==> images/met1.png <==
(6 px per um) Supply wires on this layer in grey. Cells faint in the background.
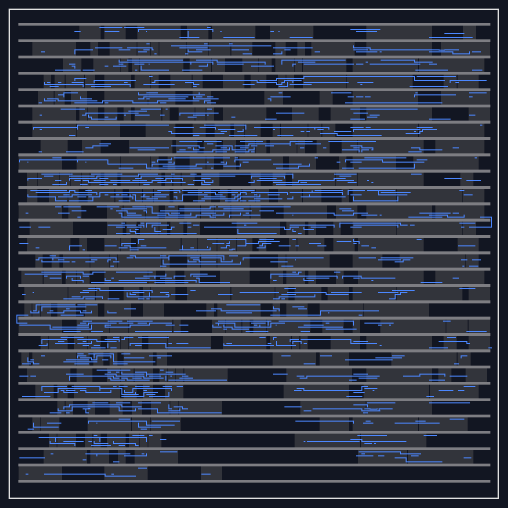
==> images/met2.png <==
(6 px per um)
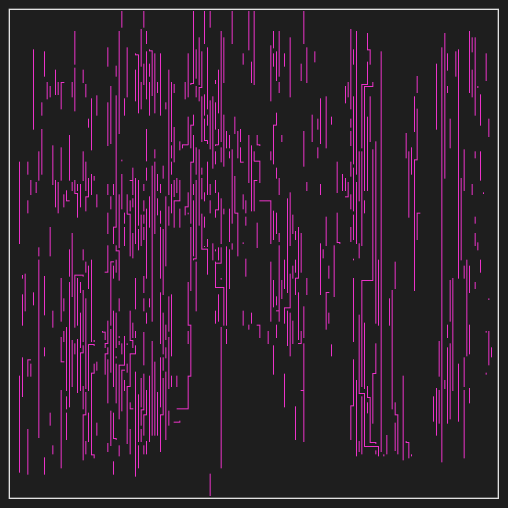
==> images/met3.png <==
(8 px per um) Cells faint in the background.
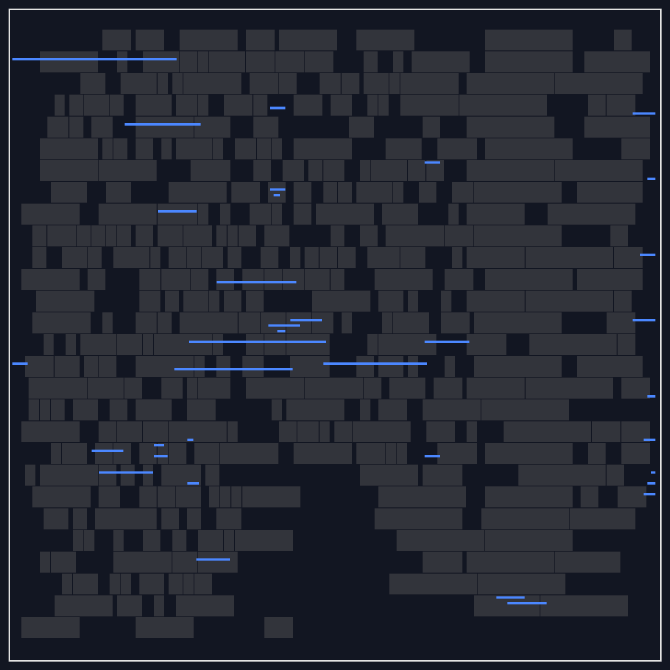
==> images/met4.png <==
(4 px per um) Supply wires on this layer in grey. Cells faint in the background.
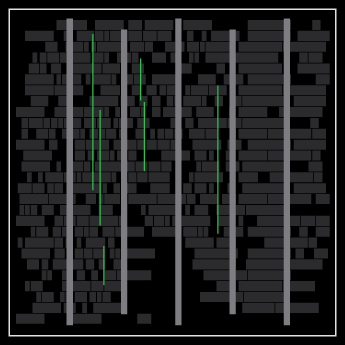
## config.mk

```make
export PLATFORM = sky130hd
export DESIGN_NAME = uart_rx_fifo
export DESIGN_NICKNAME = d
export VERILOG_FILES = /design/src/rtl/uart_rx_fifo.sv
export SDC_FILE = /design/constraint.sdc
export NUM_CORES = 1
export LEC_CHECK = 0
export CORE_UTILIZATION = 59
export CTS_CLUSTER_DIAMETER = 50
export CTS_CLUSTER_SIZE = 40
export DETAILED_ROUTE_END_ITERATION = 16
export MAX_ROUTING_LAYER = met4
export PLACE_DENSITY = 0.81
export SYNTH_ARGS = -nofsm -noshare
export SYNTH_HDL_FRONTEND = slang
export SYNTH_SLANG_ARGS = --single-unit
```

## constraint.sdc

```tcl
create_clock -name clk -period 3.1 [get_ports clk]
set_input_delay 0.465 -clock clk [delete_from_list [all_inputs] [get_ports clk]]
set_output_delay 0.465 -clock clk [all_outputs]
set_load 0.005 [all_outputs]
```

## src/rtl/uart_rx_fifo.sv

```systemverilog
// 16x-oversampled UART receiver (8N1, or 8E1 when UART_RX_PARITY_EN is defined) with a small pop FIFO.
// Bytes become visible on rx_valid one cycle after the stop-bit decision; error pulses are one cycle wide.
module uart_rx_fifo #(
  parameter int BAUD_DIV   = 27,
  parameter int FIFO_DEPTH = 4
) (
  input  logic       clk,
  input  logic       rst,
  input  logic       rx,
  output logic [7:0] rx_data,
  output logic       rx_valid,
  input  logic       rx_ready,
  output logic       frame_err,
  output logic       overrun,
  output logic       parity_err,
  output logic [4:0] fifo_cnt
);

  localparam int AW = $clog2(FIFO_DEPTH);

`ifdef UART_RX_PARITY_EN
  typedef enum logic [2:0] {IDLE, START, DATA, PARITY, STOP, BRK} state_t;
`else
  typedef enum logic [2:0] {IDLE, START, DATA, STOP, BRK} state_t;
`endif

  state_t state;

  logic          rx_s1;
  logic          rxs;
  logic          rxs_prev;
  logic [15:0]   div_cnt;
  logic          tick;
  logic          start_edge;
  logic [3:0]    sub;
  logic [2:0]    bit_idx;
  logic [7:0]    shreg;
  logic          push;
  logic          pop;
  logic          full;
  logic          wr_en;
  logic [7:0]    mem [FIFO_DEPTH];
  logic [AW-1:0] wr_ptr;
  logic [AW-1:0] rd_ptr;
  logic [4:0]    count;

  always_ff @(posedge clk) begin
    if (rst) begin
      rx_s1    <= 1'b1;
      rxs      <= 1'b1;
      rxs_prev <= 1'b1;
    end else begin
      rx_s1    <= rx;
      rxs      <= rx_s1;
      rxs_prev <= rxs;
    end
  end

  assign start_edge = !rxs && rxs_prev;
  assign tick       = (div_cnt == 16'(BAUD_DIV - 1));

  // Divider is re-phased at the start edge so the first half-bit lands mid start bit.
  always_ff @(posedge clk) begin
    if (rst) begin
      div_cnt <= '0;
    end else if ((state == IDLE && start_edge) || tick) begin
      div_cnt <= '0;
    end else begin
      div_cnt <= div_cnt + 16'd1;
    end
  end

`ifdef UART_RX_PARITY_EN
  logic par_bad;
  assign push = (state == STOP) && tick && (sub == 4'd15) && rxs && !par_bad;
`else
  assign push = (state == STOP) && tick && (sub == 4'd15) && rxs;
  assign parity_err = 1'b0;
`endif

  always_ff @(posedge clk) begin
    if (rst) begin
      state     <= IDLE;
      sub       <= '0;
      bit_idx   <= '0;
      shreg     <= '0;
      frame_err <= 1'b0;
`ifdef UART_RX_PARITY_EN
      par_bad    <= 1'b0;
      parity_err <= 1'b0;
`endif
    end else begin
      frame_err <= 1'b0;
`ifdef UART_RX_PARITY_EN
      parity_err <= 1'b0;
`endif
      if (tick) sub <= sub + 4'd1;
      case (state)
        IDLE: begin
          if (start_edge) begin
            state <= START;
            sub   <= '0;
          end
        end
        START: begin
          if (tick && sub == 4'd7) begin
            sub <= '0;
            if (!rxs) begin
              state   <= DATA;
              bit_idx <= '0;
`ifdef UART_RX_PARITY_EN
              par_bad <= 1'b0;
`endif
            end else begin
              state <= IDLE;
            end
          end
        end
        DATA: begin
          if (tick && sub == 4'd15) begin
            shreg   <= {rxs, shreg[7:1]};
            bit_idx <= bit_idx + 3'd1;
            if (bit_idx == 3'd7) begin
              sub <= '0;
`ifdef UART_RX_PARITY_EN
              state <= PARITY;
`else
              state <= STOP;
`endif
            end
          end
        end
`ifdef UART_RX_PARITY_EN
        PARITY: begin
          if (tick && sub == 4'd15) begin
            par_bad    <= (rxs != ^shreg);
            parity_err <= (rxs != ^shreg);
            state      <= STOP;
            sub        <= '0;
          end
        end
`endif
        STOP: begin
          if (tick && sub == 4'd15) begin
            sub <= '0;
            if (rxs) begin
              state <= IDLE;
            end else begin
              frame_err <= 1'b1;
              state     <= BRK;
            end
          end
        end
        BRK: begin
          if (rxs) begin
            state <= IDLE;
            sub   <= '0;
          end
        end
        default: state <= IDLE;
      endcase
    end
  end

  assign pop   = rx_ready && (count != 5'd0);
  assign full  = (count == 5'(FIFO_DEPTH));
  assign wr_en = push && (!full || pop);

  always_ff @(posedge clk) begin
    if (wr_en) mem[wr_ptr] <= shreg;
  end

  always_ff @(posedge clk) begin
    if (rst) begin
      wr_ptr  <= '0;
      rd_ptr  <= '0;
      count   <= '0;
      overrun <= 1'b0;
    end else begin
      overrun <= push && full && !pop;
      if (wr_en) wr_ptr <= wr_ptr + 1'b1;
      if (pop)   rd_ptr <= rd_ptr + 1'b1;
      count <= count + 5'(wr_en) - 5'(pop);
    end
  end

  assign rx_valid = (count != 5'd0);
  assign rx_data  = rx_valid ? mem[rd_ptr] : 8'h00;
  assign fifo_cnt = count;

endmodule

```

==> impl_metrics.env <==
# flow metrics
export IMPL_status="finished clean"
export IMPL_grt_overflow=0
export IMPL_internal_power_mw=1.828
export IMPL_r2r_end="fifo_cnt[4]$_SDFF_PP0_"
export IMPL_port_buffers=19
export IMPL_worstPathRequired_ps=3380
export IMPL_core_area_mm2=0.005991
export IMPL_p_leak_nw=1.599
export IMPL_startpoint="fifo_cnt[2]$_SDFF_PP0_"
export IMPL_worst_pin_slew_ps=690.6
export IMPL_nNetsFinal=376
export IMPL_drt_initial_drc_count=88
export IMPL_clock_fmax_ghz=0.3443
export IMPL_relSlewSlack_pct=53.87
export IMPL_grt_pass1_wl_mm=10.26
export IMPL_fp_row_count=28
export IMPL_cp_max_fo=3
export IMPL_pwr_share_seq_pct=49.4
export IMPL_postRouteAntennaNets=0
export IMPL_fillCellCount=456
export IMPL_postSynth_asyncResetShare_pct=0
export IMPL_htree_levels=3
export IMPL_dieWidth_um=81.27
export IMPL_final_max_slew_viol_count=0
export IMPL_ys_chip_area_mm2=0.003707
export IMPL_post_cts_buffers=0
export IMPL_pwr_group_clock_mw=0.794
export IMPL_synth_nets=352
export IMPL_ys_seq_share_pct=52.92
export IMPL_numClockSinks=82
export IMPL_r2r_cells=15
export IMPL_r2r_start="fifo_cnt[2]$_SDFF_PP0_"
export IMPL_syn_avg_cell_area_um2=11.17
export IMPL_drc=0
export IMPL_min_period_ps=2904
export IMPL_power_leader="registers"
export IMPL_seq_power_mw=1.24
export IMPL_warnings=31
export IMPL_drv_cap=0
export IMPL_drt_vias_per_instance=5.688
export IMPL_synth_warnings=0
export IMPL_grt_pass1_vias=2330
export IMPL_swShare_pct=27.17
export IMPL_synthDistinctLibCells=55
export IMPL_end_kind="register"
export IMPL_setup_tns_final_ps=0
export IMPL_finalClockPeriodUsage_pct=93.69
export IMPL_hold_viol=0
export IMPL_clk_path_buf_depth=2
export IMPL_edf_count=32
export IMPL_cts_root_buf="clkbuf_8"
export IMPL_clkPwrFrac_pct=31.6
export IMPL_final_area_mm2=0.004205
export IMPL_busiest_layer="met2"
export IMPL_drt_pass1_iterations=4
export IMPL_endpoint="fifo_cnt[4]$_SDFF_PP0_"
export IMPL_holdPathStages=1
export IMPL_ys_ff=82
export IMPL_dieHeight_um=81.27
export IMPL_fp_util_pct=61.88
export IMPL_cts_tree="built"
export IMPL_syn_inst=332
export IMPL_min_from="rx_s1$_SDFF_PP1_"
export IMPL_hold_class="reg -> reg"
export IMPL_p_per_area_mw_per_mm2=596.8
export IMPL_min_to="rxs$_SDFF_PP1_"
export IMPL_cp_arrival_ps=3180
export IMPL_ctsResizeCount=0
export IMPL_numCtsBuffers=9
export IMPL_grt_usage_pct=21.43
export IMPL_ctsHoldBuffers=0
export IMPL_finalClockSkew_ps=10.23
export IMPL_worst_setup_path_type="reg -> reg"
export IMPL_p_total_mw=2.510
export IMPL_clk_latency_ps=350
export IMPL_switchingPower_mw=0.6817
export IMPL_ir_drop_v=0.0004940
export IMPL_wire_per_inst_um=14.28
export IMPL_area_growth_synth_to_final_pct=13.43
## Picture notes: met1.png
main direction	horizontal
longest straight run	18.4 um
nets with wire on the layer	346
share of all routed wire	46%
wire length on this layer	2860 um
met1 Use GR: 24.96%
Post-Route WL: 6.226 mm
via count: 2480

## Picture notes: met2.png
longest straight run	69.0 um
wire length on this layer	3080 um
nets with wire on the layer	324
share of all routed wire	49%
main direction	vertical
met2 GRT Util: 34.75%

## Picture notes: met3.png
longest straight run	20.2 um
main direction	horizontal
met3 Use GR: 4.157%

## Picture notes: met4.png
longest straight run	38.8 um
nets with wire on the layer	4

==> cell usage after synthesis, types with 2 or more instances <==
cell,n,share of area [%]
or2_2,6,1.0
nand3_1,12,1.6
or3_1,2,0.34
xor2_1,7,1.7
edfxtp_1,32,26
or4_1,2,0.40
nor3b_1,2,0.40
nor2_1,30,3.0
inv_1,19,1.9
a21oi_1,6,0.81
and2_1,14,2.4
nand3b_1,2,0.40
nor4_1,10,1.7
and3_1,2,0.34
nor4b_1,2,0.47
o32ai_1,2,0.47
mux2i_1,10,2.7
nor3_1,8,1.1
buf_2,2,0.27
nand2b_1,3,0.51
o21ai_0,6,0.81
ha_1,15,5.1
nor2b_1,5,0.84
nand2_1,18,1.8
dfxtp_1,50,27
mux4_2,8,4.9
buf_6,2,0.61
clkbuf_1,11,1.1
nand4_1,8,1.4
xnor2_1,11,2.6
==> layout by cell type, fill, tap and decap left out, types with 12 or more instances in the layout <==
master,count
inv_1,19
and2_1,14
nand3_1,12
clkdlybuf4s50_1,19
ha_1,15
nand2_1,18
dfxtp_1,50
edfxtp_1,32
nor2_1,29
==> flip-flops by register name, indices dropped and copies added, names as in the netlist, named ones only <==
register	count
bit_idx	3
div_cnt	16
fifo_cnt	5
frame_err	1
mem	32
overrun	1
rd_ptr	2
rx_s1	1
rxs	1
rxs_prev	1
shreg	8
state	3
sub	4
wr_ptr	2
==> worst max-delay path, stage by stage (launching register included) <==
cell and delay (ps):
dfxtp_1 370, inv_1 70, ha_1 210, nand2b_1 170, a311oi_1 330, and3_1 230, inv_1 60, ha_1 290
inv_1 60, ha_1 160, inv_1 60, fa_1 390, nor2b_2 140, o21bai_1 90, nand3_1 80, nor3b_1 160
==> logic make-up (layout without fill, tap and decap cells) <==
| logic type | after synthesis | count (layout) | synth area share (%) |
|---|---|---|---|
| xor+xnor | 18 | 18 | 4.252 |
| fa+ha+maj | 16 | 16 | 5.602 |
| compound gates | 27 | 27 | 5.198 |
| flops | 82 | 82 | 52.92 |
| mux | 18 | 18 | 7.560 |
| buf+inv | 36 | 65 | 4.219 |
| other cells | 1 | 1 | 0.1012 |
| simple gates | 134 | 134 | 20.15 |
==> metal layers <==
layer | share of wire (%) | routed length (um) | vias up
met2 | 49 | 3077 | 48
li1 | - | - | 1231
met5 | 0 | 0 | -
met1 | 46 | 2862 | 1186
met3 | 2.3 | 145 | 15
met4 | 2.2 | 140 | 0
==> per-stage QoR <==
| stage | std cells | utilization, % | hold slack (ps) | setup WS [ps] |
|---|---|---|---|---|
| floorplan | 332 | - | 389.5 | 283.6 |
| finish | 436 | 70.20 | 422.1 | 195.7 |
| global route | 436 | 70.20 | 469.6 | 2.677 |
| detailed placement | 420 | 66.58 | 397.7 | -27.22 |
| global placement | 420 | 66.58 | 397.6 | 54.64 |
| CTS | 436 | 70.07 | 429.3 | 165.3 |
==> layout make-up <==
cell class / instances / area (um2) / share of cell area, %
Tap cell: 75 / 93.84 / 2.231
Inverter: 19 / 71.32 / 1.696
Clock inverter: 6 / 71.32 / 1.696
Clock buffer: 10 / 137.6 / 3.273
Timing Repair Buffer: 30 / 272.8 / 6.486
Sequential cell: 82 / 1962 / 46.65
Multi-Input combinational cell: 214 / 1597 / 37.96
